$ cat config.mk
export PLATFORM = sky130hd
export DESIGN_NAME = mux_sel_arbiter
export DESIGN_NICKNAME = d
export VERILOG_FILES = /design/src/rtl/mux_sel_arbiter.sv
export SDC_FILE = /design/constraint.sdc
export NUM_CORES = 1
export LEC_CHECK = 0
export ABC_AREA = 1
export CORE_ASPECT_RATIO = 1.2
export CORE_MARGIN = 4
export CORE_UTILIZATION = 24
export CTS_BUF_LIST = sky130_fd_sc_hd__clkbuf_8
export DETAILED_ROUTE_END_ITERATION = 12
export GPL_ROUTABILITY_DRIVEN = 1
export PLACE_DENSITY = 0.57
export SLEW_MARGIN = 25
export SYNTH_ARGS = -nofsm -noshare
export SYNTH_HDL_FRONTEND = slang
export SYNTH_SLANG_ARGS = --single-unit
export TNS_END_PERCENT = 5
$ cat constraint.sdc
create_clock -name clk_in -period 1.2 [get_ports clk_in]
set_input_delay 0.24 -clock clk_in [delete_from_list [all_inputs] [get_ports clk_in]]
set_output_delay 0.24 -clock clk_in [all_outputs]
set_load 0.005 [all_outputs]
$ cat src/rtl/mux_sel_arbiter.sv
// mux_sel_arbiter
//
// Round-robin arbiter for two requesters (A and B). It drives the select line of the
// 2:1 mux that sits directly downstream. Every grant is followed by a one-cycle dead
// gap, so the mux select never moves while a grant is live.
//
// Requests are registered on entry. A request that is sampled high on edge N produces
// a grant after edge N+1. All outputs except busy_out come straight from flops.
//
// Optional feature (compile-time macro ARB_TIMEOUT_EN):
//   defined   - a grant is force-released after MAX_HOLD cycles while the other side
//               waits. timeout_out pulses for the following gap cycle.
//   undefined - a grant lasts as long as its request stays high. timeout_out is 0.
//
// Parameters:
//   MAX_HOLD     max consecutive grant cycles under contention (>= 2, timeout build only)
//
// Ports:
//   clk_in       clock, rising edge
//   rst_n_in     asynchronous active-low reset
//   req_a_in     requester A wants the path (level, held until done)
//   req_b_in     requester B wants the path (level, held until done)
//   grant_a_out  A owns the path (registered)
//   grant_b_out  B owns the path (registered)
//   sel_out      mux select, 0 = A, 1 = B (registered)
//   busy_out     grant_a_out | grant_b_out
//   timeout_out  one-cycle pulse on a forced release

module mux_sel_arbiter #(
    parameter int unsigned MAX_HOLD = 8
) (
    input  logic clk_in,
    input  logic rst_n_in,
    input  logic req_a_in,
    input  logic req_b_in,
    output logic grant_a_out,
    output logic grant_b_out,
    output logic sel_out,
    output logic busy_out,
    output logic timeout_out
);

    if (MAX_HOLD < 2) begin : g_bad_max_hold
        $error("mux_sel_arbiter: MAX_HOLD must be at least 2");
    end

    typedef enum logic [1:0] {
        StIdle,
        StGntA,
        StGntB,
        StGap
    } state_e;

    state_e state_q;
    logic   req_a_q;
    logic   req_b_q;
    logic   last_b_q;     // 1 when the most recent grant went to B
    logic   grant_a_q;
    logic   grant_b_q;
    logic   sel_q;
    logic   timeout_q;
    logic   pick_b;

`ifdef ARB_TIMEOUT_EN
    localparam int unsigned CntW = $clog2(MAX_HOLD + 1);
    localparam logic [CntW-1:0] MaxCnt = CntW'(MAX_HOLD);
    localparam logic [CntW-1:0] RelCnt = CntW'(MAX_HOLD - 1);

    logic [CntW-1:0] hold_cnt_q;
    logic            hold_expired;

    // hold_cnt_q is (grant cycles so far - 1). It reaches RelCnt in the MAX_HOLD-th cycle.
    // The >= also releases a saturated holder as soon as contention appears.
    assign hold_expired = (hold_cnt_q >= RelCnt);
`endif

    // Both requesting: serve the side that did not get the last grant.
    assign pick_b = req_b_q && (!req_a_q || !last_b_q);

    always_ff @(posedge clk_in or negedge rst_n_in) begin
        if (!rst_n_in) begin
            state_q    <= StIdle;
            req_a_q    <= 1'b0;
            req_b_q    <= 1'b0;
            last_b_q   <= 1'b1;   // A wins the first tie
            grant_a_q  <= 1'b0;
            grant_b_q  <= 1'b0;
            sel_q      <= 1'b0;
            timeout_q  <= 1'b0;
`ifdef ARB_TIMEOUT_EN
            hold_cnt_q <= '0;
`endif
        end else begin
            req_a_q   <= req_a_in;
            req_b_q   <= req_b_in;
            timeout_q <= 1'b0;
            unique case (state_q)
                StIdle, StGap: begin
                    if (req_a_q || req_b_q) begin
                        if (pick_b) begin
                            state_q   <= StGntB;
                            grant_b_q <= 1'b1;
                            sel_q     <= 1'b1;
                            last_b_q  <= 1'b1;
                        end else begin
                            state_q   <= StGntA;
                            grant_a_q <= 1'b1;
                            sel_q     <= 1'b0;
                            last_b_q  <= 1'b0;
                        end
`ifdef ARB_TIMEOUT_EN
                        hold_cnt_q <= '0;
`endif
                    end else begin
                        state_q <= StIdle;
                    end
                end
                StGntA: begin
                    if (!req_a_q) begin
                        state_q   <= StGap;
                        grant_a_q <= 1'b0;
`ifdef ARB_TIMEOUT_EN
                    end else if (req_b_q && hold_expired) begin
                        state_q   <= StGap;
                        grant_a_q <= 1'b0;
                        timeout_q <= 1'b1;
                    end else if (hold_cnt_q != MaxCnt) begin
                        hold_cnt_q <= hold_cnt_q + 1'b1;
`endif
                    end
                end
                StGntB: begin
                    if (!req_b_q) begin
                        state_q   <= StGap;
                        grant_b_q <= 1'b0;
`ifdef ARB_TIMEOUT_EN
                    end else if (req_a_q && hold_expired) begin
                        state_q   <= StGap;
                        grant_b_q <= 1'b0;
                        timeout_q <= 1'b1;
                    end else if (hold_cnt_q != MaxCnt) begin
                        hold_cnt_q <= hold_cnt_q + 1'b1;
`endif
                    end
                end
                default: begin
                    state_q   <= StIdle;
                    grant_a_q <= 1'b0;
                    grant_b_q <= 1'b0;
                end
            endcase
        end
    end

    assign grant_a_out = grant_a_q;
    assign grant_b_out = grant_b_q;
    assign sel_out     = sel_q;
    assign busy_out    = grant_a_q | grant_b_q;
    assign timeout_out = timeout_q;

endmodule

### Cell density map

9 x 11 tiles, from white (low) to dark blue (high), 0 to 100% covered.
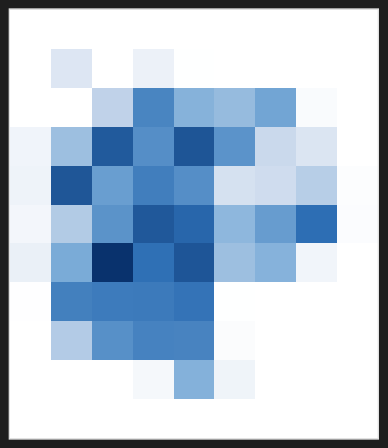
49% of the tiles are nearly empty. The densest ninth of the die: centre. The mean over all tiles is 24%. The emptiest ninth of the die: lower right. The fullest tile reaches 99%.

### Congestion heat map

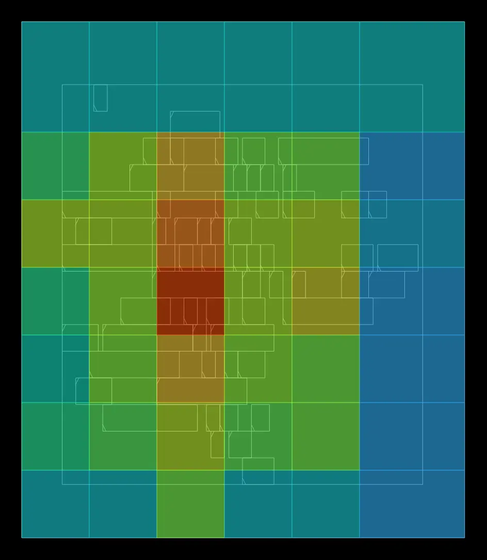
fin util: 0.398
met3 Track Usage GR: 0.0309
GRT Overall Usage: 0.0758
GR peak layer: met2

### M1 wires

Supply wires on this layer in grey.
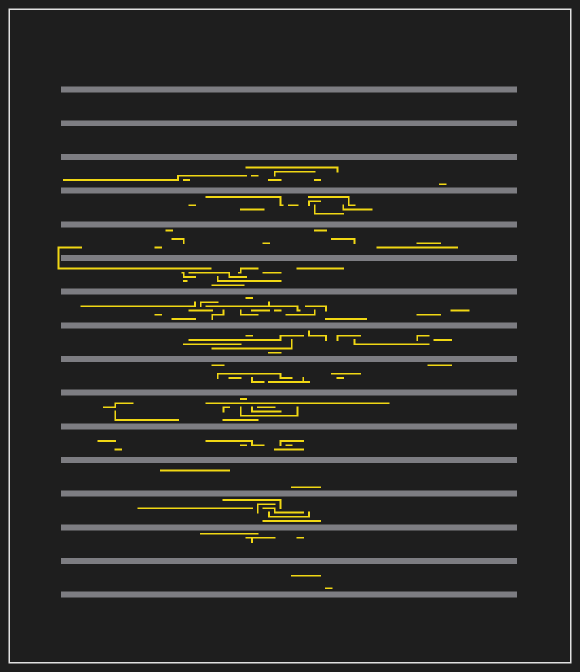
The longest straight run is 14.7 µm. The layer holds 39% of the routed length. The layer carries 292 µm of wire.
met1 Use GR: 0.0807
routed via count: 334

### Nets reached from selected ports

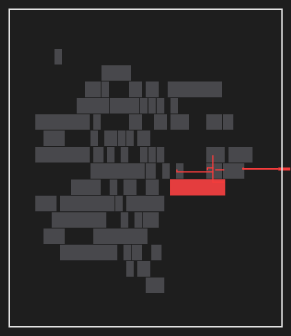
Key: red = `grant_b_out` [direction output, edge right, end cells 1, buffers 2, wire 21.1 µm]
I/O Buffers: 7
IO Count: 9

==> ci_impl_report.md <==
### Metrics collected by this job

| Metric | Value |
|---|---|
| P_sw | 0.692 mW |
| Worst EP arrival | about 0.96 ns |
| CP peak stage delay | approximately 0.37 ns |
| Comb power frac | 0.562 |
| Type of the worst min-delay path | primary input to asynchronous set/reset pin |
| Mux share | 0 |
| Clk_skew | ~0.0094 ns |
| Combinational gate area | around 210 µm² |
| Crit path required time | 0.96 ns |
| Top cells excl fill/tap | nand2_1 (15), dfrtp_1 (7), nand2_2 (6) |
| Top cell excl fill/tap | nand2_1 |
| Post-route ant nets | 0 |
| Chip Area, Yosys | 399 µm² |
| Core Footprint | about 1500 µm² |
| First-pass DRT Iterations | 2 |
| DR vias/cell | roughly 4.2 |
| Placed inst area | 513 µm² |
| Routed len/inst | 9.28 µm |
| Final Max Slew Viols | 0 |
| GP Congestion | ~0.84 |
| Die height | 52.7 µm |
| Crit Path Category | register to output pin |
| Inst Count DP | 76 |
| Biggest register | state_q |
| Synthesized area | 399 µm² |
| Post-Synthesis Cells | 49 |
| M1 WL | 291 µm |
| Critical path depth in cells | 2 |
| Vias in the first global route | roughly 320 |
| Worst setup margin | 0.00326 ns |
| Final std cells w/o fill | approximately 80 |
| Outcome | completed |
| Syn. warnings | 0 |
| CTS tree | done |
| Synth Register Bits | 8 |
| Reg2Reg Depth | 7 |
| Crit path launch | grant_b_out$_DFFE_PN0P_ |
| Max layer used | met4 |
| Met3 Routed Length | 59 µm |
| Dominant combinational family | simple AND/OR/NAND/NOR gates |
| Yosys simple share | 0.282 |
| RSZ-0062 raised after global routing | true |
| Worst Setup End Kind | output pin |
| Fmax | about 840 MHz |
| Grt total ovfl | 0 |
| Placement Setup Slack | -0.120 ns |
| TritonCTS Buffers | 3 |
| Register-to-Register Setup Slack | 0.03 ns |
| Synth Seq Share | 0.505 |
| Multi-input comb cells | 34 |
| CTS H-tree lvls | 1 |
| Clkbuf count | 3 |
| Antenna Diode Count | 0 |
| Final instance area | 597 µm² |
| Flop count | 8 |
| Met2 track demand over resource | 0.116 |
| TAP cells | 17 |
| # Post-CTS Setup Buffers | 0 |
| First-pass GRT wire length | 1.24 mm |
| Synth Area in Compound Gates | 0.0658 |
| Sequential cell area share | 0.338 |
| Cell area leaders | dfrtp_1 (44%), nand2_1 (19%), dfstp_2 (6.6%) |
logic make-up (layout without fill, tap and decap cells):
kind of cell    after synthesis  count (layout)
compound gates                5               5
fa+ha+maj                     2               2
buf+inv                       7              21
flops                         8               8
other cells                   1               1
simple gates                 26              26
power groups by stage:
| stage | combinational [mW] | sequential [mW] | clock, mW |
|---|---|---|---|
| 6_report | 1.01 | 0.464 | 0.327 |
| 5_1_grt | 1.16 | 0.485 | 0.360 |
| 4_1_cts | 0.884 | 0.459 | 0.344 |
| 3_5_place_dp | 0.844 | 0.452 | 0 |
| 3_3_place_gp | 0.833 | 0.448 | 0 |
| 2_1_floorplan | 0.507 | 0.457 | 0 |
Power is estimated from default activity; no workload was simulated.
